===== src/rtl/id_regfile_sb.sv =====
// ID-stage integer register file: NREAD combinational read ports, NWRITE write-back
// ports with same-cycle bypass, hardwired x0, and a per-register pending-write scoreboard.
module id_regfile_sb #(
  parameter int unsigned XLEN   = 32,
  parameter int unsigned NREG   = 32,
  parameter int unsigned NREAD  = 2,
  parameter int unsigned NWRITE = 1,
  parameter int unsigned PEND_W = 2,
  localparam int unsigned AW    = $clog2(NREG)
) (
  input  logic                    clk,
  input  logic                    rst,
  input  logic [NREAD*AW-1:0]     rd_addr,
  input  logic [NREAD-1:0]        rd_used,
  output logic [NREAD*XLEN-1:0]   rd_data,
  input  logic [NWRITE-1:0]       wr_en,
  input  logic [NWRITE*AW-1:0]    wr_addr,
  input  logic [NWRITE*XLEN-1:0]  wr_data,
  input  logic                    issue_valid,
  input  logic                    issue_wen,
  input  logic [AW-1:0]           issue_rd,
  input  logic                    flush,
  output logic                    stall,
  output logic                    err
);

  localparam int unsigned RW = $clog2(NWRITE + 1);
  localparam int unsigned CW = ((PEND_W > RW) ? PEND_W : RW) + 1;
  localparam logic [PEND_W-1:0] PEND_MAX = '1;

  logic [XLEN-1:0]   regs     [1:NREG-1];
  logic [PEND_W-1:0] pend     [1:NREG-1];
  logic [PEND_W-1:0] pend_nxt [1:NREG-1];
  logic [PEND_W-1:0] pend_v   [NREG];
  logic [RW-1:0]     ret      [NREG];
  logic [NREAD-1:0]  src_busy;
  logic              full;
  logic              fire;
  logic              uf;

  // Pending view with x0 pinned to zero, and per-register retirement count this cycle
  always_comb begin
    pend_v[0] = '0;
    for (int r = 1; r < NREG; r++) pend_v[r] = pend[r];
    for (int r = 0; r < NREG; r++) begin
      ret[r] = '0;
      for (int w = 0; w < NWRITE; w++)
        if (wr_en[w] && wr_addr[w*AW +: AW] == AW'(r)) ret[r] = ret[r] + RW'(1);
    end
  end

  // Read ports: later write ports override earlier ones in the bypass
  always_comb begin
    logic [AW-1:0] ra;
    ra      = '0;
    rd_data = '0;
    for (int i = 0; i < NREAD; i++) begin
      ra = rd_addr[i*AW +: AW];
      if (ra != '0) begin
        rd_data[i*XLEN +: XLEN] = regs[ra];
        for (int w = 0; w < NWRITE; w++)
          if (wr_en[w] && wr_addr[w*AW +: AW] == ra)
            rd_data[i*XLEN +: XLEN] = wr_data[w*XLEN +: XLEN];
      end
    end
  end

  // Hazard detection; a source is free once this cycle's retirements cover all pending writes
  always_comb begin
    logic [AW-1:0] sa;
    sa       = '0;
    src_busy = '0;
    for (int i = 0; i < NREAD; i++) begin
      sa          = rd_addr[i*AW +: AW];
      src_busy[i] = rd_used[i] && (sa != '0) && (CW'(pend_v[sa]) > CW'(ret[sa]));
    end
    full  = issue_wen && (issue_rd != '0) && (pend_v[issue_rd] == PEND_MAX) &&
            (ret[issue_rd] == '0);
    stall = issue_valid && ((|src_busy) || full);
    fire  = issue_valid && !stall && !flush;
  end

  // Counter next state; over-retirement clamps at zero and flags underflow
  always_comb begin
    logic [CW-1:0] sum;
    sum = '0;
    uf  = 1'b0;
    for (int r = 1; r < NREG; r++) begin
      sum = CW'(pend[r]) + CW'(fire && issue_wen && (issue_rd == AW'(r)));
      if (CW'(ret[r]) > sum) begin
        pend_nxt[r] = '0;
        uf          = 1'b1;
      end else begin
        pend_nxt[r] = PEND_W'(sum - CW'(ret[r]));
      end
    end
  end

  always_ff @(posedge clk or negedge rst) begin
    if (!rst) begin
      for (int r = 1; r < NREG; r++) begin
        regs[r] <= '0;
        pend[r] <= '0;
      end
      err <= 1'b0;
    end else begin
      for (int w = 0; w < NWRITE; w++)
        if (wr_en[w] && wr_addr[w*AW +: AW] != '0)
          regs[wr_addr[w*AW +: AW]] <= wr_data[w*XLEN +: XLEN];
      for (int r = 1; r < NREG; r++) pend[r] <= flush ? '0 : pend_nxt[r];
      if (!flush && uf) err <= 1'b1;
    end
  end

endmodule


===== config.mk =====
export PLATFORM = sky130hd
export DESIGN_NAME = id_regfile_sb
export DESIGN_NICKNAME = d
export VERILOG_FILES = /design/src/rtl/id_regfile_sb.sv
export SDC_FILE = /design/constraint.sdc
export NUM_CORES = 2
export LEC_CHECK = 0
export CORE_MARGIN = 4
export CORE_UTILIZATION = 57
export DETAILED_ROUTE_END_ITERATION = 6
export GPL_ROUTABILITY_DRIVEN = 0
export MAX_ROUTING_LAYER = met4
export PLACE_DENSITY = 0.87
export RECOVER_POWER = 25
export SLEW_MARGIN = 15
export SYNTH_ARGS = -nofsm -noshare
export SYNTH_HDL_FRONTEND = slang
export SYNTH_SLANG_ARGS = --single-unit

===== constraint.sdc =====
create_clock -name clk -period 5.2 [get_ports clk]
set_clock_uncertainty 0.05 [all_clocks]
set_input_delay 0.78 -clock clk [delete_from_list [all_inputs] [get_ports clk]]
set_output_delay 0.78 -clock clk [all_outputs]
set_load 0.02 [all_outputs]

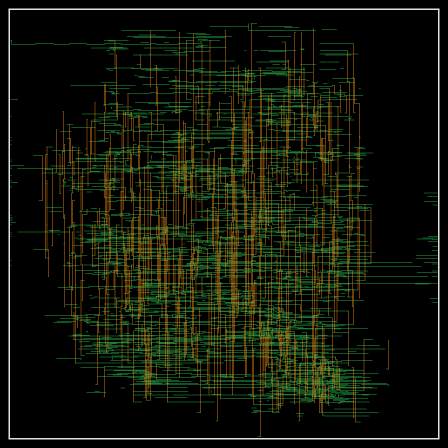
*Wiring by layer*
Only two layers are drawn.
Key: green = M3 [wire length 26.1 mm]; orange = M4 [wire length 17600 µm]

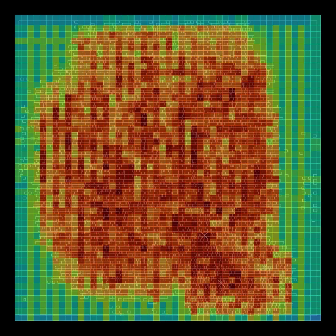
*Congestion heat map*
gr usage total: 0.361
Most Crowded Layer GR: met2

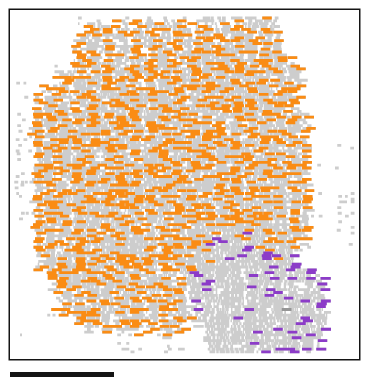
*Sequential cells coloured by netlist name*
Scale bar: 100 µm. Other sequential cells in the stronger grey, the rest of the logic in the fainter grey.
Key: purple = pend [sequential cells 62, where lower right]; orange = regs [sequential cells 992]

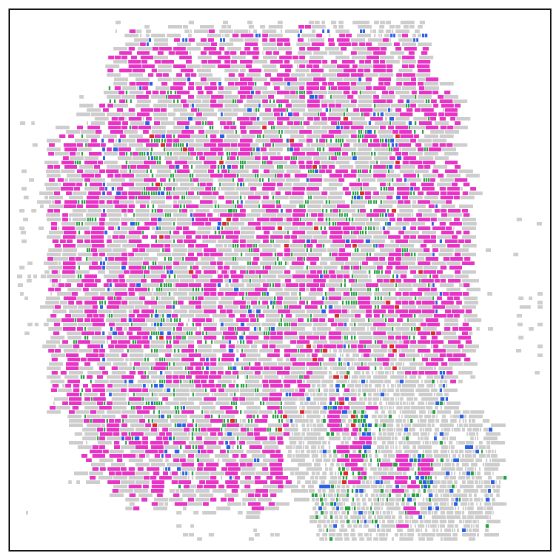
*Selected gate families*
Key: magenta = mux cells [cells 1512, most used mux2_2, where all over the die]; blue = aoi and oai cells [cells 272, most used o21ai_0]; red = non-inverting ao/oa cells [cells 47, most used a22o_1]; green = nand cells [cells 840, most used nand2_1]
Layout Cells excl Fill: 6371
most frequent logic cell in the layout: dfrtp_1
multi-input gate share of the layout cell area: 0.476

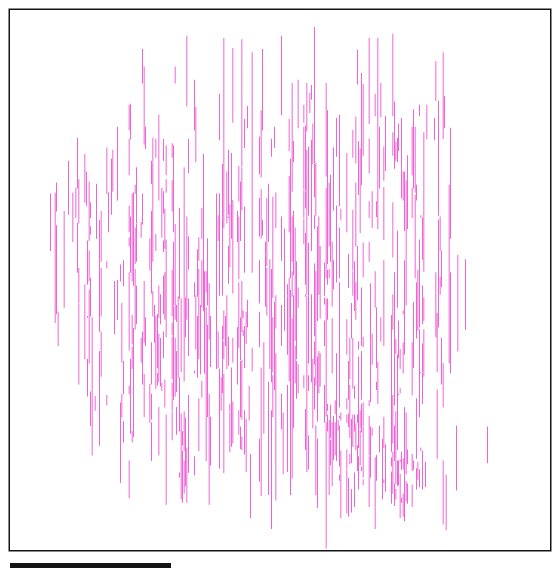
*Signal wires on met4*
Scale bar: 100 µm.
The layer holds 8.9% of the routed length. 244 nets have wire on it.

==> flow_summary.yaml <==
# synthesis and place-and-route metrics
layout:
  nMultiInputCombCells: 3162
  utilization: 0.651
  fillers: 6877
  clk_share: 0.0534
  final_area_um2: 68900
  clkbuf_count: 158
  buffer_area_frac: 0.0548
  area_delta_synth_final_pct: 12.7
  largest_cell_class: "combinational gates"
  flop-count: 1055
  drive_gt1_frac: 0.404
  area.sequential_um2: 26400
  layout_top_cells: "dfrtp_1 (1045), mux2_2 (863), nand2_1 (764)"
die:
  die_h_um: 335
  core-area_um2: 106000
  ios: 126
  rows: 119
  die_x_um: 335
  fp_util: 0.577
  n_tap_cell: 1391
min_path:
  hold_depth: 2
  min_from: "regs[804]"
detailed_routing:
  ant_nets: 0
  wl_met1_mm: 65.7
  first_pass_iters: 7
  avgRoutedWirePerCell_um: 31.2
  drt-total-wl_mm: 199
  drt-initial-drc-count: 7028
  via_count: 46268
  route.met3.wl_mm: 26.1
  drc: 5
  wl_met2_mm: 89.3
  vias_per_cell: 7.26
global_routing:
  gr-usage-met2: 0.531
  met1_usage: 0.428
  grt_start_max_net_pins: 148
  grt.met3_usage: 0.108
  overflow: 0
  antenna_found_initial: 2
critical_path:
  arrival_ps: 5860
  cp-end-kind: "flop"
  startpoint_type: "flop"
  crit_path_max_incr_delay_ps: 540
  reg2reg_depth: 19
  path_cells: "mux4_2 > mux4_2 > mux2i_1 > ha_2 > nor2_1 > nand3_1 > nand4_1 > nor4_2 > or4b_4 > buf_12 > nor4_4 > ha_4 > inv_1 > ha_1 > o31a_1 > nor4b_4 > nand4_1 > nor2_1 > o21bai_1"
  path_class: "reg2reg"
  slowest_stage: "or4b_4"
  rrSetupSlack_ps: -150
  required_ps: 5710
power_and_ir_drop:
  peakVddDrop_mv: 0.297
  power_density_nw_per_um2: 359
  leakage_nw: 30.6
synth:
  synthDistinctLibCells: 66
  synth_seq_share: 0.432
  syn_avg_cell_area_um2: 12.7
  netlist_area_um2: 61100
  ys_cells: 4795
  synth_cells: 4795
  fp_nets: 5012
  ys.flops: 1055
  yosys_area_um2: 61100
place:
  port_buffers: 125
  place_ws_ps: -756
  post_dp_cell_area_um2: 65000
  dp.cells: 6164
  dp_hpwl_mm: 110
cts:
  numCtsBuffers: 106
  clock_path_buffers: 3
  clk_pin_slew_worst_paths_ps: 60
  htreeDepth: 3
  clock_sinks: 1055
  cts_root_buffer: "clkbuf_16"
  cts_tree: "yes"
sta:
  finalMaxSlewViolations: 459
  rsz0062_at_grt: "yes"
  fin_ws_ps: -148
  tightest_slew_ps: 3080
  final.setup.tns_ps: -148
  period_needed_ps: 5350
  max_freq_ghz: 0.187
  setup_violations: 1
job:
  maxCapViolCount: 8
run_status:
  violations: "design-rule violations, max-capacitance violations, max-slew violations, negative setup slack"
  status: "finished, violations left"
-- cells in the mapped netlist (16+ instances only) --
master,count,area (µm²)
nand2b_1,22,138
mux2i_1,100,1000
dfrtp_1,1055,26400
xnor2_1,26,228
nand2_1,775,2910
nor2b_1,36,225
a21boi_0,16,120
mux4_2,549,12400
o22ai_1,36,225
a22oi_1,33,248
ha_1,157,1960
clkbuf_1,299,1120
nor3_1,59,295
a21oi_1,58,290
nor2_1,128,480
nor4_1,17,106
buf_2,76,380
a22o_1,35,307
a221oi_1,31,272
inv_1,129,484
mux2_2,863,9720
nand3_1,29,145
nor3b_1,21,158
buf_1,66,248
o21ai_0,64,320
-- how the worst max path moves through the flow --
stage | start | to | slack, ps | cells after the start
finish | pend[26] | err | -150 | 19
global route | wr_addr[4] | err | -210 | 24
global placement | wr_addr[3] | err | -620 | 24
detailed placement | wr_addr[3] | err | -760 | 24
CTS | wr_addr[3] | stall | 0.2 | 17
floorplan | rd_addr[0] | err | -170 | 26
-- power breakdown --
part	total (W)	internal (W)	switching (W)	leakage (nW)
sequential	0.0109	0.00971	0.00123	13.6
clock	0.00812	0.00466	0.00346	1.80
combinational	0.00566	0.00320	0.00245	15.3
-- flip-flops by register name, indices dropped and copies added, names as in the netlist --
| signal | count |
|---|---|
| err | 1 |
| regs | 992 |
| pend | 62 |
-- what timing repair did --
item,in CTS,in global routing
gates cloned,1,1
pin swaps,1,10
gates resized,9,53
endpoints found under the setup margin,10,26
endpoints found under the hold margin,0,0
setup buffers,0,5
-- cells by family after synthesis --
logic type / Yosys count / synth area share
AOI/OAI and AO/OA: 319 / 0.0354
xor gates and xnor gates: 40 / 0.00573
adders and majority gates: 157 / 0.0321
buffers and inverters: 578 / 0.0379
DFF: 1055 / 0.432
muxes: 1512 / 0.378
and+or+nand+nor: 1134 / 0.0793
Power figures rest on the tool's default switching activity, not on a simulated workload.
